Design demux2to1_9_flat, sky130hd; sources not shown.
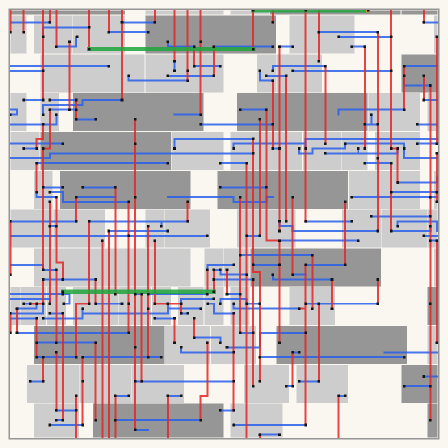
Fig. 1. Layout detail (run 1).
Region (14, 3) to (44, 33) um. Cells in gray, sequential cells in the stronger gray; small squares are vias.
Key: met4 = orange; met3 = green; met1 = blue; met2 = red
Most frequent: dfrtp_1 (10), clkdlybuf4s50_1 (9), nand2_1 (6). Sequential cells in the window: 10. 56 logic cells have their middle in the window.

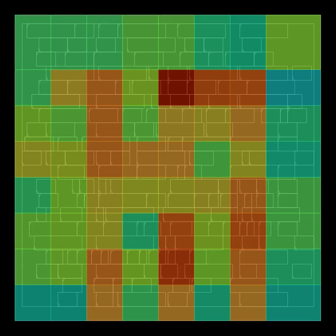
Fig. 2. Track usage over the die (run 1).
routed wirelength normalized by instance count: 14.21 um
Global Route met3 Usage: 0.05495

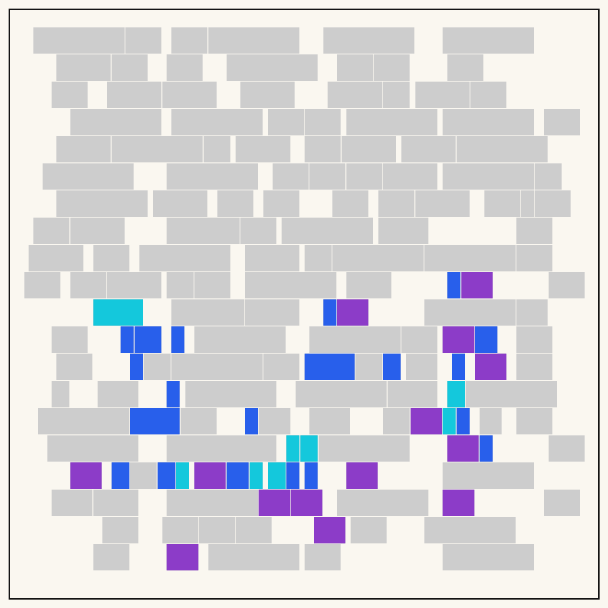
Fig. 3. Gate families picked out (run 1).
Scale: 10 px per um.
Key: NOR gates = cyan [cells 8, most used nor2_1]; XOR/XNOR gates = purple [cells 14]; NAND gates = blue [cells 20, most used nand2_1]
Comb area share: 0.2752
Finished Layout Cells: 213
most frequent logic cell in the layout: sky130_fd_sc_hd__clkdlybuf4s50_1

==> summary.rpt <==
LAYOUT
-----------------------------------------------------------------------------------------------
Syn-to-layout area delta                                                                 44.99%
Total inserted antenna cells                                                                  0
Largest cell class by area                                                            registers
Buffers, non-clock                                                                           57
Reg area                                                                              900.9 um2
Number of filler cells placed in the layout                                                 227
Multi-input combinational cell area                                                   618.1 um2
Count of multi-input gates                                                                   67
Seq Cell Count                                                                               36
Clkbuf count                                                                                  7
Inverter count of the layout excluding clock inverters                                        1
Cell area after layout                                                                 2246 um2
Net total in the final layout                                                               185
Share of layout cells above drive strength 1                                             0.2308
Signal buf overhead                                                                      0.2552
Seq/total area                                                                           0.4011
Share of the core filled with cells in the final layout                                  0.7357
Final clock-cell share                                                                  0.04234

WORST SETUP PATH
-----------------------------------------------------------------------------------------------
Required time at the endpoint of the critical path                                      1670 ps
Setup CP Type                                                                            in2out
Endpoint type of the worst setup path                                               output port
Flop-to-flop setup slack                                                                 890 ps
Critical Path Start Type                                                              input pin
Depth of the worst register-to-register path                                                  5
Critical path data arrival time                                                         1530 ps
Crit-path max FO                                                                              3

LOGIC SYNTHESIS
-----------------------------------------------------------------------------------------------
Biggest area cells                                                                 sky130_fd_sc_hd__dfrtp_1 58%, sky130_fd_sc_hd__mux2_4 17%, sky130_fd_sc_hd__xnor2_1 4.0%, sky130_fd_sc_hd__xor2_1 4.0%, sky130_fd_sc_hd__nand2_1 2.9%
Avg Synthesized Cell Area                                                             14.61 um2
Cell type with the largest total area after synthesis                              sky130_fd_sc_hd__dfrtp_1
Chip area estimate from yosys synthesis                                                1549 um2
Yosys Instances                                                                             106
Yosys adder share                                                                       0.01616
Number of standard cells after synthesis                                                    106
Post-Synthesis Net Count                                                                    123
Post-synthesis instance area                                                           1549 um2
Synth top area share                                                                     0.5816
Simple-gate share of the synthesized area                                                0.1042
Post-synth seq share                                                                     0.5816
Cell variety after synth                                                                     20
Register bit total from synthesis                                                            36
Post-synthesis share of cell area spent on and-or and or-and gates                            0
Largest family of logic cells by area                                              multiplexers
Mux cell area share after synthesis                                                      0.1963
Yosys warning tally                                                                           0
Synthesized-area fraction occupied by xor and xnor cells                                0.07916

ROUTING
-----------------------------------------------------------------------------------------------
Detailed-route vias per instance                                                          4.906
Vias after detailed routing                                                                1045
Met2 routed WL                                                                          1561 um
DR pass1 iterations                                                                           4
Detailed Route WL                                                                       3026 um
Highest Signal Layer                                                                       met4
Wl on met1                                                                              1279 um
Detailed-route DRC error count                                                                0
Antenna viol nets, final                                                                      0
Sum of met3 wire segment lengths after detailed routing                                  137 um
Violation tally from detailed-route iteration zero                                           64

MIN PATH
-----------------------------------------------------------------------------------------------
Worst hold stages                                                                             1
Hold crit path type                                                                     reg2reg

CLOCK TREE
-----------------------------------------------------------------------------------------------
Worst-skew pair later-pin latency                                                        330 ps
Maximum clock insertion buffer count                                                          2
Hold bufs inserted after CTS                                                                  0
Clock input transition at the sequential cells of the worst setup and hold paths         110 ps
Cell at the root of the clock tree                                                 sky130_fd_sc_hd__clkbuf_4
Clock sink count                                                                             36
TritonCTS clock tree                                                                       done
Number of buffers added for setup after CTS                                                   0
Number of buffers added by the clock tree synthesis step                                      5
Count of instances resized after the clock tree is built                                      5
Max H-tree Level                                                                              2

GLOBAL ROUTING
-----------------------------------------------------------------------------------------------
Vias in the first global route                                                             1103
Global-route wire length before repair                                                  4988 um
Largest net degree at the start of global routing                                            37
Fraction of met2 tracks used by global routing                                           0.3377
Antenna violations before repair                                                              0
Met1 usage                                                                               0.2333
Residual overflow from global routing                                                         0
Highest-utilization routing layer at the global route stage                                met2
Overall routing resource usage                                                           0.2016

TIMING
-----------------------------------------------------------------------------------------------
Unrepaired setup endpoints after global routing                                           false
Setup slack of the critical path after layout                                          143.8 ps
Endpoints failing hold                                                                        0
Pins over their slew limit                                                                    0
Worst slew margin relative to its limit                                                  0.6990
Setup TNS                                                                                  0 ps
Hold Worst Slack                                                                       427.0 ps
Final critical path time including I/O delays and setup                                 2156 ps
Upper clock frequency limit                                                          0.4638 GHz
Setup Viol. Count Final                                                                       0
Crit share post-route                                                                    0.9375
Worst-margin pin slew                                                                  451.5 ps

PLACEMENT
-----------------------------------------------------------------------------------------------
Final RePlAce weighted congestion                                                        0.8713
HPWL Detailed                                                                           2220 um
Post-place instance area                                                               2153 um2
Instance count after placement with tap cells included                                      205
Setup WS pre-CTS                                                                      -267.6 ps
IO Port Bufs                                                                                 51

JOB
-----------------------------------------------------------------------------------------------
Max-cap check violation count                                                                 0
Count of warning messages emitted by the tools                                               26

POWER AND IR DROP
-----------------------------------------------------------------------------------------------
Maximum vdd drop                                                                      0.6939 mV
Sum of internal, switching and leakage power                                           2.099 mW
Ratio of total power to cell area                                                  934.4 nW/um2
Leak Pwr                                                                               1.049 nW

DIE
-----------------------------------------------------------------------------------------------
Chip Footprint                                                                         3458 um2
I/O pin cnt                                                                                  52
Area of the core region                                                                3053 um2
Horizontal die dimension                                                               58.81 um
Core Rows                                                                                    20
Tapcells                                                                                     44
Die boundary height                                                                    58.81 um
Initial cell density of the core                                                         0.5074

OUTCOME
-----------------------------------------------------------------------------------------------
Status                                                                             finished, final reports clean

-- run 1: cells in the mapped netlist (all sizes together) --
| library cell | instances |
|---|---|
| ha | 2 |
| dfrtp | 36 |
| and4 | 1 |
| nand4 | 2 |
| nor3 | 3 |
| buf | 2 |
| nor2b | 1 |
| nand3b | 1 |
| nor2 | 4 |
| mux2 | 21 |
| nand3 | 3 |
| nand2b | 2 |
| nand2 | 12 |
| and3 | 1 |
| xor2 | 7 |
| inv | 1 |
| xnor2 | 7 |
-- run 1: power by group --
part	switching [mW]	leakage (nW)	internal, mW
clock network	0.201	0.0515	0.289
registers	0.142	0.443	0.780
logic	0.243	0.555	0.444
-- run 1: placed cells by master (no fill, tap or decap), types with 2 or more instances in the layout --
master                            count
sky130_fd_sc_hd__nand4_1              2
sky130_fd_sc_hd__dlygate4sd2_1        2
sky130_fd_sc_hd__clkbuf_4             5
sky130_fd_sc_hd__nor3_1               3
sky130_fd_sc_hd__dfrtp_1             36
sky130_fd_sc_hd__buf_12               2
sky130_fd_sc_hd__nand2b_4             2
sky130_fd_sc_hd__nand2_1             12
sky130_fd_sc_hd__buf_4                4
sky130_fd_sc_hd__nor2_1               4
sky130_fd_sc_hd__xor2_1               7
sky130_fd_sc_hd__mux2_2               3
sky130_fd_sc_hd__clkdlybuf4s50_1     48
sky130_fd_sc_hd__mux2_4              18
sky130_fd_sc_hd__nand3_1              3
sky130_fd_sc_hd__clkbuf_8             2
sky130_fd_sc_hd__xnor2_1              7
sky130_fd_sc_hd__ha_1                 2
-- run 1: critical path: stages --
cell and delay, ps:
sky130_fd_sc_hd__clkdlybuf4s50_1 500, sky130_fd_sc_hd__mux2_2 330, sky130_fd_sc_hd__clkbuf_2 120
Power and IR drop assume default switching activity.
